--- src/rtl/pin_combine_if.sv ---
// Handshake bundle for pin_combine_pipe: input beat channel, output beat channel and
// the completed-transfer counter.
interface pin_combine_if #(
  parameter int unsigned WIDTH    = 8,
  parameter int unsigned CHANNELS = 4
);
  logic                      in_valid;
  logic                      in_ready;
  logic [CHANNELS*WIDTH-1:0] in_a;
  logic [CHANNELS*WIDTH-1:0] in_b;
  logic [1:0]                mode;
  logic [CHANNELS-1:0]       chan_en;
  logic                      out_valid;
  logic                      out_ready;
  logic [CHANNELS*WIDTH-1:0] out_data;
  logic [15:0]               out_count;

  modport master (
    output in_valid, in_a, in_b, mode, chan_en, out_ready,
    input  in_ready, out_valid, out_data, out_count
  );

  modport slave (
    input  in_valid, in_a, in_b, mode, chan_en, out_ready,
    output in_ready, out_valid, out_data, out_count
  );
endinterface

--- src/rtl/pin_combine_pipe.sv ---
// Per-lane bitwise combiner (AND/OR/XOR/pass-A, tie-off for disabled lanes) behind a
// registered valid/ready stage with a one-beat skid register.
module pin_combine_pipe #(
  parameter int unsigned WIDTH     = 8,
  parameter int unsigned CHANNELS  = 4,
  parameter logic [31:0] DEF_CONST = 32'h1
) (
  input logic          clk,
  input logic          rst,
  pin_combine_if.slave bus
);

  localparam int unsigned     DW     = WIDTH * CHANNELS;
  localparam logic [WIDTH-1:0] TieOff = DEF_CONST[WIDTH-1:0];

  typedef enum logic [1:0] {StEmpty, StOne, StTwo} state_e;

  state_e          state_q, state_d;
  logic [DW-1:0]   o_q, o_d;
  logic [DW-1:0]   s_q, s_d;
  logic [DW-1:0]   comb;
  logic [WIDTH-1:0] lane_a, lane_b, lane_r;
  logic            in_ready_q;
  logic [15:0]     count_q;
  logic            accept;
  logic            pop;

  // Disabled lanes select the constant, so whatever sits on their operands is never used.
  always_comb begin
    comb   = '0;
    lane_a = '0;
    lane_b = '0;
    lane_r = '0;
    for (int unsigned k = 0; k < CHANNELS; k++) begin
      lane_a = bus.in_a[k*WIDTH +: WIDTH];
      lane_b = bus.in_b[k*WIDTH +: WIDTH];
      case (bus.mode)
        2'b00:   lane_r = lane_a & lane_b;
        2'b01:   lane_r = lane_a | lane_b;
        2'b10:   lane_r = lane_a ^ lane_b;
        default: lane_r = lane_a;
      endcase
      comb[k*WIDTH +: WIDTH] = bus.chan_en[k] ? lane_r : TieOff;
    end
  end

  assign accept = bus.in_valid & in_ready_q;
  assign pop    = (state_q != StEmpty) & bus.out_ready;

  always_comb begin
    state_d = state_q;
    o_d     = o_q;
    s_d     = s_q;
    case (state_q)
      StEmpty: begin
        if (accept) begin
          o_d     = comb;
          state_d = StOne;
        end
      end
      StOne: begin
        if (accept && bus.out_ready) begin
          o_d = comb;
        end else if (accept) begin
          s_d     = comb;
          state_d = StTwo;
        end else if (bus.out_ready) begin
          state_d = StEmpty;
        end
      end
      StTwo: begin
        if (bus.out_ready) begin
          o_d     = s_q;
          state_d = StOne;
        end
      end
      default: state_d = StEmpty;
    endcase
  end

  always_ff @(posedge clk or posedge rst) begin
    if (rst) begin
      state_q    <= StEmpty;
      o_q        <= '0;
      s_q        <= '0;
      in_ready_q <= 1'b0;
      count_q    <= '0;
    end else begin
      state_q    <= state_d;
      o_q        <= o_d;
      s_q        <= s_d;
      in_ready_q <= (state_d != StTwo);
      if (pop) begin
        count_q <= count_q + 16'd1;
      end
    end
  end

  assign bus.in_ready  = in_ready_q;
  assign bus.out_valid = (state_q != StEmpty);
  assign bus.out_data  = o_q;
  assign bus.out_count = count_q;

endmodule
--- src/flat_wrapper.sv ---
// flat-port wrapper written by rule: the top's interface ports become plain ports
module pin_combine_pipe_flat 
#(
  parameter int unsigned WIDTH     = 8,
  parameter int unsigned CHANNELS  = 4,
  parameter logic [31:0] DEF_CONST = 32'h1
)
  (clk, rst, bus_in_valid, bus_in_a, bus_in_b, bus_mode, bus_chan_en, bus_out_ready, bus_in_ready, bus_out_valid, bus_out_data, bus_out_count);
  pin_combine_if #(.WIDTH(WIDTH), .CHANNELS(CHANNELS)) bus_i ();
  input logic clk;
  input logic rst;
  input wire logic [$bits(bus_i.in_valid)-1:0] bus_in_valid;
  input wire logic [$bits(bus_i.in_a)-1:0] bus_in_a;
  input wire logic [$bits(bus_i.in_b)-1:0] bus_in_b;
  input wire logic [$bits(bus_i.mode)-1:0] bus_mode;
  input wire logic [$bits(bus_i.chan_en)-1:0] bus_chan_en;
  input wire logic [$bits(bus_i.out_ready)-1:0] bus_out_ready;
  output wire logic [$bits(bus_i.in_ready)-1:0] bus_in_ready;
  output wire logic [$bits(bus_i.out_valid)-1:0] bus_out_valid;
  output wire logic [$bits(bus_i.out_data)-1:0] bus_out_data;
  output wire logic [$bits(bus_i.out_count)-1:0] bus_out_count;
  assign bus_i.in_valid = bus_in_valid;
  assign bus_i.in_a = bus_in_a;
  assign bus_i.in_b = bus_in_b;
  assign bus_i.mode = bus_mode;
  assign bus_i.chan_en = bus_chan_en;
  assign bus_i.out_ready = bus_out_ready;
  assign bus_in_ready = bus_i.in_ready;
  assign bus_out_valid = bus_i.out_valid;
  assign bus_out_data = bus_i.out_data;
  assign bus_out_count = bus_i.out_count;
  pin_combine_pipe #(.WIDTH(WIDTH), .CHANNELS(CHANNELS), .DEF_CONST(DEF_CONST)) u_core (.clk(clk), .rst(rst), .bus(bus_i));
endmodule
--- config.mk ---
export PLATFORM = sky130hd
export DESIGN_NAME = pin_combine_pipe_flat
export DESIGN_NICKNAME = d
export VERILOG_FILES = /design/src/rtl/pin_combine_if.sv /design/src/rtl/pin_combine_pipe.sv /design/src/flat_wrapper.sv
export SDC_FILE = /design/constraint.sdc
export NUM_CORES = 1
export LEC_CHECK = 0
export CORE_MARGIN = 1.5
export CORE_UTILIZATION = 47
export CTS_CLUSTER_DIAMETER = 40
export DETAILED_ROUTE_END_ITERATION = 8
export PLACE_DENSITY = 0.78
export SLEW_MARGIN = 15
export SYNTH_ARGS = -nofsm -noshare
export SYNTH_HDL_FRONTEND = slang
export SYNTH_SLANG_ARGS = --single-unit
--- constraint.sdc ---
create_clock -name clk -period 2.1 [get_ports clk]
set_input_delay 0.21 -clock clk [delete_from_list [all_inputs] [get_ports clk]]
set_output_delay 0.21 -clock clk [all_outputs]
set_load 0.01 [all_outputs]
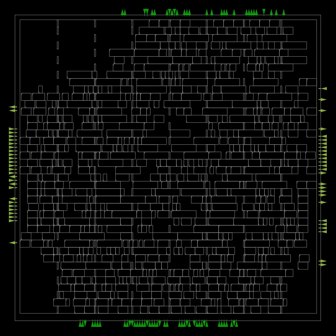
final_placement.png
core area: 0.0120 mm2
fill cell count: 1013
Seq/total area: 28.0%
n_taps: 147

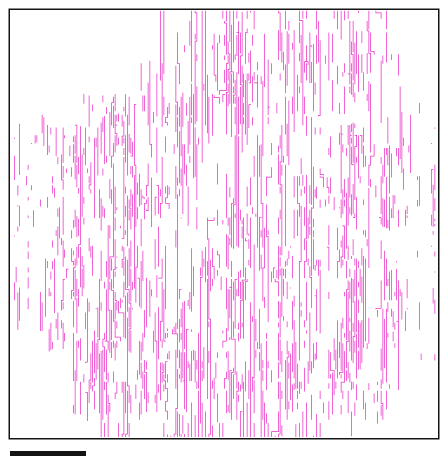
met2.png
Scale bar: 20 um.
nets with wire on the layer: 714
main direction: vertical
wire length on this layer: 6840 um

==> impl_metrics.json <==
{
  "ys_chip_area_mm2": 0.00572,
  "r2r-end": "u_core.bus.out_data[23]",
  "final_layout_size_suffix_gt1_share_pct": 9.62,
  "synth_area_mm2": 0.00572,
  "worst-path-buf-inv": 1,
  "ys_warn_count": 0,
  "outcome": "complete, no violations",
  "synth_cells": 611,
  "buffer_ports.inserted": 123,
  "critical_path.reg2reg.startpoint": "u_core.state_q[1]",
  "grt_overflow_total": 0,
  "avgSynthCellArea_um2": 9.36,
  "grt.met3_usage_pct": 3.27,
  "hold_class": "in2async",
  "p_leak_nw": 3.50,
  "startpoint_type": "flip-flop",
  "cp_max_fo": 9,
  "num_io_pins": 124,
  "sort_of_element_at_the_end_of_the_critical_path": "output pin",
  "dr_iter_0_viols": 198,
  "crit_path_top_delay_cell": "clkdlybuf4s50_1",
  "worst_ep_required_time_ns": 1.89,
  "critical-path-top-delay-family": "buffers and inverters",
  "timing.critical_path.depth": 2,
  "global_route_wire_length_before_repair_mm": 22.4,
  "list_of_cells_traversed_by_the_critical_path": "or2_4 > clkdlybuf4s50_1",
  "pg_comb_w": 0.00280,
  "regToRegSetupSlack_ns": 0.29,
  "die_height_um": 113,
  "max_slew_headroom_pct": 62.9,
  "nNetsFinal": 862,
  "synth.top_cells.by_area": "dfrtp_1 36%, ha_1 14%, mux2_2 6.5%",
  "warnings": 58,
  "final.min_clock_period_ns": 1.87,
  "dieWidth_um": 113,
  "mappedNetlistNets": 750
}
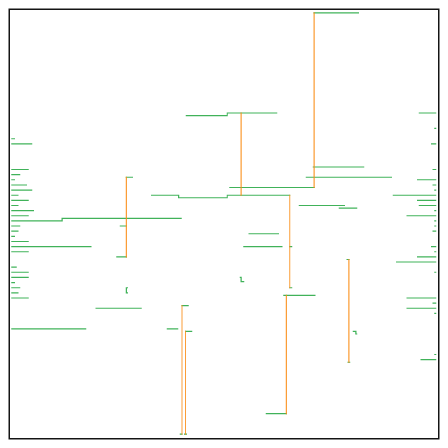
metal_stack.png
Two of the layers only.
[orange] met4 | wire length: 233 um
[green] met3 | wire length: 448 um

-- kinds of logic (layout without fill, tap and decap cells) --
family	Yosys count	in the layout	synth area share, %
mux	61	61	11.4
xor+xnor	15	15	2.30
buf+inv	103	219	8.12
fa+ha+maj	65	65	14.2
flops	83	83	36.3
simple gates	172	172	14.2
compound gates	112	113	13.4
-- final cells by class --
class | count | area, um2
Tap cell | 147 | 184
Clock inverter | 4 | 73.8
Clock buffer | 12 | 246
Multi-Input combinational cell | 426 | 3210
Sequential cell | 83 | 2080
Inverter | 67 | 255
Fill cell | 1013 | 4530
Timing Repair Buffer | 136 | 1380
-- placed cells by master, fill, tap and decap left out, types with 5 or more instances in the layout --
| cell type | netlist | final |
|---|---|---|
| clkdlybuf4s50_1 | 0 | 122 |
| dfrtp_1 | 83 | 83 |
| nor2_1 | 67 | 67 |
| inv_1 | 67 | 66 |
| ha_1 | 65 | 65 |
| o21ai_0 | 42 | 42 |
| nand2_1 | 40 | 40 |
| mux2_2 | 33 | 33 |
| mux2i_1 | 28 | 28 |
| and2_1 | 24 | 24 |
| o32ai_1 | 24 | 24 |
| nor2b_1 | 19 | 18 |
| xnor2_1 | 11 | 11 |
| a21oi_1 | 10 | 10 |
| o21ai_1 | 10 | 10 |
| buf_4 | 9 | 10 |
| o211ai_1 | 9 | 9 |
| clkbuf_16 | 0 | 9 |
| nand3_1 | 5 | 5 |
-- sequential cells by signal, indices dropped and copies added, names as in the netlist --
signal                count
u_core.s_q               32
u_core.bus.out_count     16
u_core.state_q            2
u_core.bus.out_data      32
u_core.bus.in_ready       1
-- timing repair --
| action | in CTS | in global routing |
|---|---|---|
| buffers inserted | 0 | 0 |
| gates resized | 0 | 2 |
| setup endpoints to repair | 0 | 9 |
| endpoints found under the hold margin | 0 | 0 |
